[config.mk]
export PLATFORM = sky130hd
export DESIGN_NAME = gpu_rect_raster_flat
export DESIGN_NICKNAME = d
export VERILOG_FILES = /design/src/rtl/gpu_raster_pkg.sv /design/src/rtl/gpu_rect_raster_if.sv /design/src/rtl/gpu_raster_span_mask.sv /design/src/rtl/gpu_rect_raster.sv /design/src/flat_wrapper.sv
export SDC_FILE = /design/constraint.sdc
export NUM_CORES = 1
export LEC_CHECK = 0
export CORE_MARGIN = 3
export CORE_UTILIZATION = 50
export DETAILED_ROUTE_END_ITERATION = 7
export GPL_TIMING_DRIVEN = 1
export PLACE_DENSITY = 0.76
export SKIP_LAST_GASP = 1
export SYNTH_ARGS = -nofsm -noshare
export SYNTH_HDL_FRONTEND = slang
export SYNTH_SLANG_ARGS = --single-unit
[constraint.sdc]
create_clock -name clk -period 3.45 [get_ports clk]
set_input_delay 0.5175 -clock clk [delete_from_list [all_inputs] [get_ports clk]]
set_output_delay 0.5175 -clock clk [all_outputs]
set_load 0.05 [all_outputs]
[src/rtl/gpu_raster_pkg.sv]
// gpu_raster_pkg: shared state/mode types, default widths and beat-count helper for the rectangle rasteriser
`ifndef WIDTH_BITS
`define WIDTH_BITS 8
`endif
`ifndef HEIGHT_BITS
`define HEIGHT_BITS 8
`endif
package gpu_raster_pkg;
  typedef enum logic [1:0] {IDLE, RUN, DONE} state_e;
  typedef enum logic {MODE_FILL, MODE_OUTLINE} mode_e;
  function automatic int beat_count(input int xmin, input int xmax, input int ymin, input int ymax,
                                    input mode_e mode, input int lanes);
    int spans;
    int rows;
    spans = (xmax - xmin + lanes) / lanes;
    rows = ymax - ymin + 1;
    if (mode == MODE_FILL || rows == 1) return rows * spans;
    return 2 * spans + (rows - 2) * ((xmin == xmax) ? 1 : 2);
  endfunction
endpackage

[src/rtl/gpu_rect_raster_if.sv]
// gpu_rect_raster_if: command and pixel-beat handshake bundle between decoder, rasteriser and write arbiter
interface gpu_rect_raster_if #(
  parameter int X_BITS = `WIDTH_BITS,
  parameter int Y_BITS = `HEIGHT_BITS,
  parameter int LANES  = 4
);
  logic [X_BITS-1:0] x1_i, x2_i, x_o;
  logic [Y_BITS-1:0] y1_i, y2_i, y_o;
  logic              mode_i, start_i, abort_i, ready_i;
  logic              valid_o, busy_o, done_o;
  logic [LANES-1:0]  mask_o;
  modport master (
    output x1_i, x2_i, y1_i, y2_i, mode_i, start_i, abort_i, ready_i,
    input  valid_o, x_o, y_o, mask_o, busy_o, done_o
  );
  modport slave (
    input  x1_i, x2_i, y1_i, y2_i, mode_i, start_i, abort_i, ready_i,
    output valid_o, x_o, y_o, mask_o, busy_o, done_o
  );
endinterface

[src/rtl/gpu_raster_span_mask.sv]
// gpu_raster_span_mask: lane mask for a beat, clipped at xmax or reduced to lane 0 for outline edge pixels
module gpu_raster_span_mask #(
  parameter int X_BITS = 8,
  parameter int LANES  = 4
) (
  input  logic [X_BITS:0]   x_i,
  input  logic [X_BITS:0]   xmax_i,
  input  logic              single_i,
  output logic [LANES-1:0]  mask_o
);
  for (genvar i = 0; i < LANES; i++) begin : g_lane
    assign mask_o[i] = single_i ? (i == 0) : (x_i + (X_BITS+1)'(i) <= xmax_i);
  end
endmodule

[src/rtl/gpu_rect_raster.sv]
// gpu_rect_raster: walks a latched rectangle as LANES-wide pixel beats in fill or outline mode
module gpu_rect_raster
  import gpu_raster_pkg::*;
#(
  parameter int X_BITS = `WIDTH_BITS,
  parameter int Y_BITS = `HEIGHT_BITS,
  parameter int LANES  = 4
) (
  input logic clk,
  input logic n_rst,
  gpu_rect_raster_if.slave bus
);
  localparam int XW = X_BITS + 1;
  localparam int YW = Y_BITS + 1;
  state_e            state_q, state_d;
  mode_e             mode_q, mode_d;
  logic [XW-1:0]     xmin_q, xmin_d, xmax_q, xmax_d, x_q, x_d, x_step;
  logic [YW-1:0]     ymin_q, ymin_d, ymax_q, ymax_d, y_q, y_d;
  logic [X_BITS-1:0] xlo, xhi;
  logic [Y_BITS-1:0] ylo, yhi;
  logic              interior, row_end;
  logic [LANES-1:0]  span;
  always_comb begin
    xlo = (bus.x1_i < bus.x2_i) ? bus.x1_i : bus.x2_i;
    xhi = (bus.x1_i < bus.x2_i) ? bus.x2_i : bus.x1_i;
    ylo = (bus.y1_i < bus.y2_i) ? bus.y1_i : bus.y2_i;
    yhi = (bus.y1_i < bus.y2_i) ? bus.y2_i : bus.y1_i;
    interior = mode_q == MODE_OUTLINE && y_q != ymin_q && y_q != ymax_q;
    x_step = interior ? xmax_q : x_q + XW'(LANES);
    row_end = interior ? x_q == xmax_q : x_step > xmax_q;
  end
  // Interior outline rows visit only xmin then xmax, so row_end there is "reached xmax".
  always_comb begin
    state_d = state_q;
    mode_d = mode_q;
    xmin_d = xmin_q;
    xmax_d = xmax_q;
    ymin_d = ymin_q;
    ymax_d = ymax_q;
    x_d = x_q;
    y_d = y_q;
    if (state_q == IDLE && bus.start_i) begin
      state_d = RUN;
      mode_d = bus.mode_i ? MODE_OUTLINE : MODE_FILL;
      xmin_d = {1'b0, xlo};
      xmax_d = {1'b0, xhi};
      ymin_d = {1'b0, ylo};
      ymax_d = {1'b0, yhi};
      x_d = {1'b0, xlo};
      y_d = {1'b0, ylo};
    end else if (state_q == DONE) begin
      state_d = IDLE;
    end else if (state_q == RUN) begin
      if (bus.abort_i) state_d = IDLE;
      else if (bus.ready_i) begin
        if (!row_end) x_d = x_step;
        else if (y_q == ymax_q) state_d = DONE;
        else begin
          x_d = xmin_q;
          y_d = y_q + YW'(1);
        end
      end
    end
  end
  always_ff @(posedge clk or negedge n_rst) begin
    if (!n_rst) begin
      state_q <= IDLE;
      mode_q <= MODE_FILL;
      xmin_q <= '0;
      xmax_q <= '0;
      ymin_q <= '0;
      ymax_q <= '0;
      x_q <= '0;
      y_q <= '0;
    end else begin
      state_q <= state_d;
      mode_q <= mode_d;
      xmin_q <= xmin_d;
      xmax_q <= xmax_d;
      ymin_q <= ymin_d;
      ymax_q <= ymax_d;
      x_q <= x_d;
      y_q <= y_d;
    end
  end
  gpu_raster_span_mask #(.X_BITS(X_BITS), .LANES(LANES)) u_mask (
    .x_i(x_q),
    .xmax_i(xmax_q),
    .single_i(interior),
    .mask_o(span)
  );
  assign bus.valid_o = state_q == RUN;
  assign bus.busy_o = state_q == RUN;
  assign bus.done_o = state_q == DONE;
  assign bus.x_o = x_q[X_BITS-1:0];
  assign bus.y_o = y_q[Y_BITS-1:0];
  assign bus.mask_o = (state_q == RUN) ? span : '0;
endmodule

[src/flat_wrapper.sv]
// flat-port wrapper written by rule: the top's interface ports become plain ports
module gpu_rect_raster_flat import gpu_raster_pkg::*;
#(
  parameter int X_BITS = `WIDTH_BITS,
  parameter int Y_BITS = `HEIGHT_BITS,
  parameter int LANES  = 4
)
  (clk, n_rst, bus_x1_i, bus_x2_i, bus_y1_i, bus_y2_i, bus_mode_i, bus_start_i, bus_abort_i, bus_ready_i, bus_valid_o, bus_x_o, bus_y_o, bus_mask_o, bus_busy_o, bus_done_o);
  gpu_rect_raster_if #(.X_BITS(X_BITS), .Y_BITS(Y_BITS), .LANES(LANES)) bus_i ();
  input logic clk;
  input logic n_rst;
  input wire logic [$bits(bus_i.x1_i)-1:0] bus_x1_i;
  input wire logic [$bits(bus_i.x2_i)-1:0] bus_x2_i;
  input wire logic [$bits(bus_i.y1_i)-1:0] bus_y1_i;
  input wire logic [$bits(bus_i.y2_i)-1:0] bus_y2_i;
  input wire logic [$bits(bus_i.mode_i)-1:0] bus_mode_i;
  input wire logic [$bits(bus_i.start_i)-1:0] bus_start_i;
  input wire logic [$bits(bus_i.abort_i)-1:0] bus_abort_i;
  input wire logic [$bits(bus_i.ready_i)-1:0] bus_ready_i;
  output wire logic [$bits(bus_i.valid_o)-1:0] bus_valid_o;
  output wire logic [$bits(bus_i.x_o)-1:0] bus_x_o;
  output wire logic [$bits(bus_i.y_o)-1:0] bus_y_o;
  output wire logic [$bits(bus_i.mask_o)-1:0] bus_mask_o;
  output wire logic [$bits(bus_i.busy_o)-1:0] bus_busy_o;
  output wire logic [$bits(bus_i.done_o)-1:0] bus_done_o;
  assign bus_i.x1_i = bus_x1_i;
  assign bus_i.x2_i = bus_x2_i;
  assign bus_i.y1_i = bus_y1_i;
  assign bus_i.y2_i = bus_y2_i;
  assign bus_i.mode_i = bus_mode_i;
  assign bus_i.start_i = bus_start_i;
  assign bus_i.abort_i = bus_abort_i;
  assign bus_i.ready_i = bus_ready_i;
  assign bus_valid_o = bus_i.valid_o;
  assign bus_x_o = bus_i.x_o;
  assign bus_y_o = bus_i.y_o;
  assign bus_mask_o = bus_i.mask_o;
  assign bus_busy_o = bus_i.busy_o;
  assign bus_done_o = bus_i.done_o;
  gpu_rect_raster #(.X_BITS(X_BITS), .Y_BITS(Y_BITS), .LANES(LANES)) u_core (.clk(clk), .n_rst(n_rst), .bus(bus_i));
endmodule
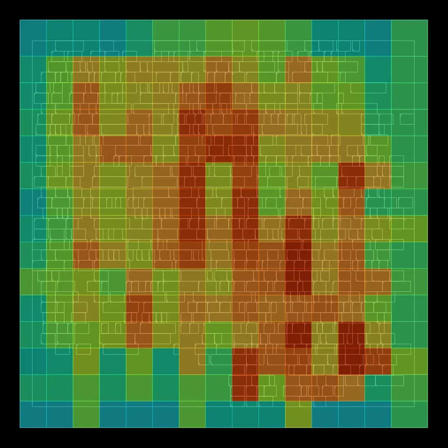
**Above:** run 1 (congestion heat map).
met1 global-route usage: 33.8%
Most Crowded Layer GR: met2
final core occ: 67.4%
met3 Use GR: 2.67%

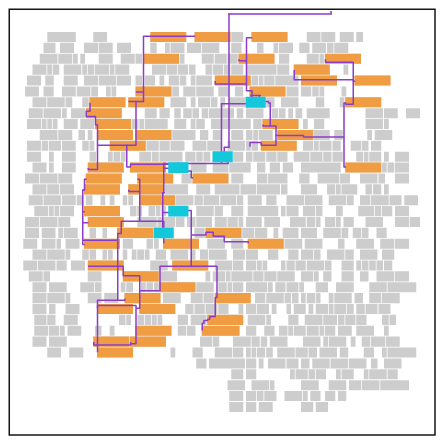
**Above:** run 1 (clock network drawn from the DEF).
Scale: 4 px per µm.
legend:
  flip-flops:
    colour: orange
    count: 53
  cells driving clock nets:
    colour: cyan
    count: 5
  clock wires:
    colour: purple
    length: 609 µm
routed clock nets: 6
P_clk: 0.353 mW
setup skew after layout: 11.4 ps
clk ins delay skew pair: 300 ps
Clk pwr share: 30.2%

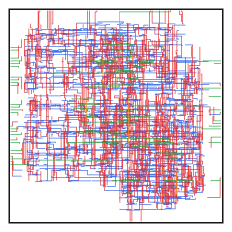
**Above:** run 1 (routed metal, one colour a layer).
Scale: 2 px per µm.
legend:
  met4:
    colour: orange
    wire_length: 194 µm
  met2:
    colour: red
    wire_length: 6410 µm
  met1:
    colour: blue
    wire_length: 6070 µm
  met3:
    colour: green
    wire_length: 989 µm
gr usage total: 23.5%
total wire length: 13700 µm

==> run summary, run 1 <==
yosys + openroad results -> Reg-to-Reg Start u_core.y_q[0], dpl hpwl a little over 10000 µm, failing checks setup timing, cell family with most CP delay simple AND/OR/NAND/NOR gates, CTS H-tree lvls 2, status finished, violations left, R2R cell count 16, Yosys Warn Count 0, startpoint types flop, clock root cell clkbuf_8, Buffers & Inverters on Critical Path 2, WP depth 16, Setup violations, final 16, setup TNS -1080 ps, Hold Violations, Final 0, combinational gate area about 3600 µm², worst setup margin -119 ps, RR Endpoint u_core.x_q[4], maximum capacitance violations 0, register clock-pin slew on the reported worst setup and hold paths 90 ps, fin. max-slew vios 0, Syn Std Cell Area between 5000 and 6000 µm², r2r setup slk -120 ps, vias in the first global route around 4.4k, # IOs 61, first-pass GRT wire length roughly 22000 µm, leakage power a little over 3 nW, total die size around 11000 µm², Crit-path slowest cell dfrtp_1, Dominant Register Cell dfrtp_1, layout cell share with drive strength beyond 1 between 20% and 30%, worst endpoint required time ~3600 ps, relative slew slack 32.6%, largest net degree at the start of global routing approximately 56, clock sinks roughly 53, hold_buf cts 0, Die Width between 100 and 150 µm, port buffer count roughly 60, Reg area about 1300 µm², Clock Path Buffers 2
## run 1: through the flow
stage               hold WS, ps  instances  util, %  setup slack, ps
detailed placement          465        765     62.5             -287
finish                      308        785     67.4             -119
global route                390        785     67.4             -309
floorplan                   222        576        -             -121
global placement            458        765     62.5             -102
CTS                         345        775     64.3            -20.8
## run 1: report_power, final
| group | switching (mW) | internal [mW] |
|---|---|---|
| Combinational | 0.0996 | 0.0970 |
| Clock | 0.193 | 0.160 |
| Sequential | 0 | 0.621 |
| Total | 0.293 | 0.877 |
## run 1: per-layer routing
metal	global-route usage (%)	up-vias	wire, µm
li1	-	2215	-
met1	33.8	2178	6070
met2	38.6	193	6410
met3	2.67	25	989
met4	4.35	0	194
met5	0	-	0
## run 1: layout make-up
| class | instances | share of cell area [%] |
|---|---|---|
| Multi-Input combinational cell | 441 | 55.7 |
| Inverter | 37 | 2.29 |
| Tap cell | 129 | 2.53 |
| Clock buffer | 7 | 1.35 |
| Sequential cell | 53 | 20.8 |
| Timing Repair Buffer | 118 | 17.3 |
## run 1: repair_timing
| action | CTS | global route |
|---|---|---|
| setup buffers | 3 | 8 |
| gates cloned | 0 | 2 |
| pin swaps | 9 | 17 |
| resized | 12 | 53 |
| endpoints found under the setup margin | 23 | 23 |
## run 1: cells in the mapped netlist (3+ instances only)
master,instances,area (µm²)
buf_4,19,143
a211oi_1,15,113
nand3_1,12,60.1
nor4_1,4,25.0
o21ai_0,46,230
a211o_1,4,35.0
ha_1,61,763
nand4_1,7,43.8
o211ai_1,3,22.5
buf_6,6,67.6
o21a_1,12,90.1
clkbuf_1,18,67.6
nor3_1,10,50.1
xor2_1,18,158
nand2b_1,7,43.8
inv_1,37,139
nand2_1,58,218
a21oi_1,26,130
a22o_1,4,35.0
and3_1,7,43.8
nor3_2,3,30.0
a2bb2oi_1,5,43.8
xnor2_1,23,201
or3_1,6,37.5
nor2_1,27,101
nor2b_1,4,25.0
o21ai_2,3,26.3
dfrtp_1,53,1330
mux2i_1,32,320
## run 1: worst max path at each step
stage / slack [ps] / endpoint / start
6_report: -120 / u_core.x_q[4] / u_core.y_q[0]
5_1_grt: -310 / u_core.x_q[4] / u_core.y_q[0]
4_1_cts: -20 / u_core.x_q[4] / u_core.y_q[6]
3_5_place_dp: -290 / u_core.x_q[4] / u_core.y_q[2]
3_3_place_gp: -100 / u_core.x_q[4] / u_core.y_q[2]
2_1_floorplan: -120 / u_core.x_q[4] / u_core.y_q[5]
## run 1: flip-flops by register name (all words and copies together) (netlist names)
register and flops:
u_core.x_q 9, u_core.ymax_q 8, u_core.state_q 2, u_core.xmin_q 8
u_core.xmax_q 8, u_core.mode_q 1, u_core.y_q 9, u_core.ymin_q 8
## run 1: cells by family (layout without fill, tap and decap cells)
logic type	Yosys count	in the layout	synth area share (%)
buffers and inverters	83	162	8.63
xor gates and xnor gates	41	41	7.18
and+or+nand+nor	156	156	15.4
AOI/OAI and AO/OA	150	151	20.6
adders and majority gates	61	61	15.3
DFF	53	53	26.5
muxes	32	32	6.40
**Run 1: register map, names as in the netlist**

Scale: 2 px per µm. Other sequential cells in the stronger grey, the rest of the logic in the fainter grey.
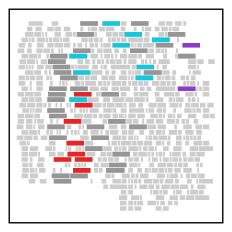

==> run 2, diff against run 1 <==
--- a/config.mk
+++ b/config.mk
@@ -9,7 +9,7 @@
 export CORE_UTILIZATION = 50
 export DETAILED_ROUTE_END_ITERATION = 7
 export GPL_TIMING_DRIVEN = 1
-export PLACE_DENSITY = 0.76
+export PLACE_DENSITY = 0.72
 export SKIP_LAST_GASP = 1
 export SYNTH_ARGS = -nofsm -noshare
 export SYNTH_HDL_FRONTEND = slang
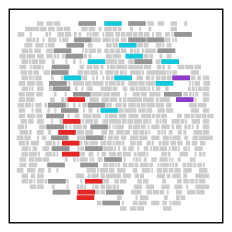
**Above:** run 2 (register map, names as in the netlist).
Scale: 2 px per µm. Other sequential cells in the stronger grey, the rest of the logic in the fainter grey.
legend:
  u_core.state_q:
    colour: purple
    flops: 2
  u_core.y_q:
    colour: cyan
    flops: 9
    where: top middle
  u_core.xmin_q:
    colour: red
    flops: 8
not coloured: 34
Reg area: 1330 µm²
Seq area share: 20.8%
seq pwr: 0.621 mW

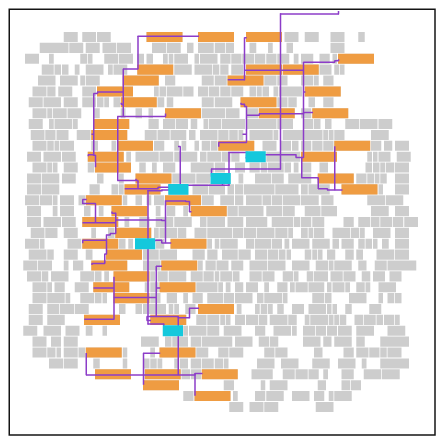
**Above:** run 2 (clock network drawn from the DEF).
Scale: 4 px per µm.
legend:
  clock wires:
    colour: purple
    length: 641 µm
  flip-flops:
    colour: orange
    count: 53
  cells driving clock nets:
    colour: cyan
    count: 5
routed clock nets: 6
clk ins delay skew pair: 310 ps
setup skew after layout: 11.9 ps
Clk pwr share: 29.8%

==> run 2 against run 1 <==
Sequential power barely moved; critical path type unchanged; utilization did not move; register-to-register slack is essentially flat; non-clock buffer count did not move; synthesized cell count unchanged; global-route usage down 1.1 points; cell count rose by 0.13%; flip-flop count unchanged; setup slack better by 7.0 ps; the flow still finishes with violations (setup timing); critical path depth decreased by 1.
==> run summary, run 2 <==
yosys + openroad results -> fin. max-slew vios 0 (unchanged), clock sinks 53 (unchanged), register clock-pin slew on the reported worst setup and hold paths 100 ps (about the same), status finished, violations left, clock root cell clkbuf_8, vias in the first global route 4283 (-3.4%), Clock Path Buffers 2 (unchanged), DP Cell Count 758 (-0.92%), Hold Violations, Final 0 (unchanged), top cells, area dfrtp_1 27%, ha_1 15%, mux2i_1 6.4%, dpl hpwl 10100 µm (-2.4%), hold slack final 318 ps (+9.59 ps), r2r setup slk -110 ps (about the same), Die Width 106 µm (unchanged), layout cell share with drive strength beyond 1 20.7% (-0.49 points), top cells by count, synth 61 x ha_1, 58 x nand2_1, 53 x dfrtp_1, 46 x o21ai_0, 37 x inv_1, final core occ 67.4% (unchanged), # IOs 61 (unchanged), Crit-path slowest cell dfrtp_1, hold_buf cts 0 (unchanged), share of the synthesized area in the top cell type 26.5% (unchanged), Dominant Register Cell dfrtp_1, first-pass GRT wire length 20800 µm (-4.6%), startpoint types flop, worst setup margin -112 ps (+6.98 ps), CTS H-tree lvls 2 (unchanged), total die size 11200 µm² (unchanged), maximum capacitance violations 0 (unchanged), Buffers & Inverters on Critical Path 2 (unchanged), gr usage total 22.5% (-1.1 points), largest net degree at the start of global routing 41 (-27%), Setup violations, final 13 (-3), pre-CTS setup slack -201 ps (+86.2 ps), failing checks setup timing, final std cells w/o fill 786 (+0.13%), Mux area share 6.40% (unchanged), largest registers u_core.x_q (9), u_core.y_q (9), cell family with most CP delay AND-OR/OR-AND gates, total wire length 13500 µm (-1.4%), worst endpoint required time 3630 ps (about the same)
==> run 2: cell counts after synthesis <==
No cell type changed its count.
==> run 2: cell families (layout without fill, tap and decap cells) <==
family,after synthesis,after routing
AND/OR/NAND/NOR,156,156
AND-OR/OR-AND,150,151
buffers and inverters,83,163
adder cells (fa/ha/maj),61,61
flip-flops,53,53
XOR/XNOR,41,41
multiplexers,32,32
==> run 2: worst paths after layout <==
kind                                       start               end  cells after the start
worst max-delay path               u_core.y_q[7]     u_core.x_q[7]                     15
worst min-delay path                       n_rst     u_core.mode_q                      1
worst max register to register     u_core.y_q[7]     u_core.x_q[7]                     15
worst min register to register  u_core.xmax_q[6]  u_core.xmax_q[6]                      2
max in group asynchronous                  n_rst  u_core.xmax_q[4]                      2
min in group clk                u_core.xmax_q[6]  u_core.xmax_q[6]                      2
==> run 2: repair_timing <==
| action | 4_1_cts | 5_1_grt |
|---|---|---|
| buffers inserted | 9 | 9 |
| resized | 14 | 52 |
| gates cloned | 0 | 2 |
| pin swaps | 12 | 37 |
| endpoints found under the setup margin | 21 | 23 |
==> run 2: worst reg2reg max path, cell delays in order, from the launching register on <==
cell      delay (ps)
dfrtp_1          420
xnor2_1          180
nand3_2          140
o41ai_4          310
nand2b_4         250
inv_8             60
buf_6            140
a21oi_2          140
ha_1             260
and3_4           190
and3_4           150
a211o_4          350
o211a_4          200
or3_1            330
a211oi_2         250
a211oi_1          70
==> run 2: power breakdown <==
part / total (mW) / switching [mW] / internal (mW)
clock: 0.347 / 0.203 / 0.144
sequential: 0.621 / 0 / 0.621
combinational: 0.196 / 0.0983 / 0.0981
==> run 2: layout make-up <==
type	instances	share of cell area [%]
multi-input combinational	441	55.8
sequential	53	20.8
timing repair buffer	118	17.3
tap	129	2.53
inverter	37	2.29
clock buffer	7	1.20
clock inverter	1	0.118
==> run 2: layer usage <==
layer	track usage, %	wire length (µm)
met3	3.34	987
met4	5.83	325
met2	35.9	6120
met5	0	0
met1	31.8	6040
Power and IR drop assume default switching activity.
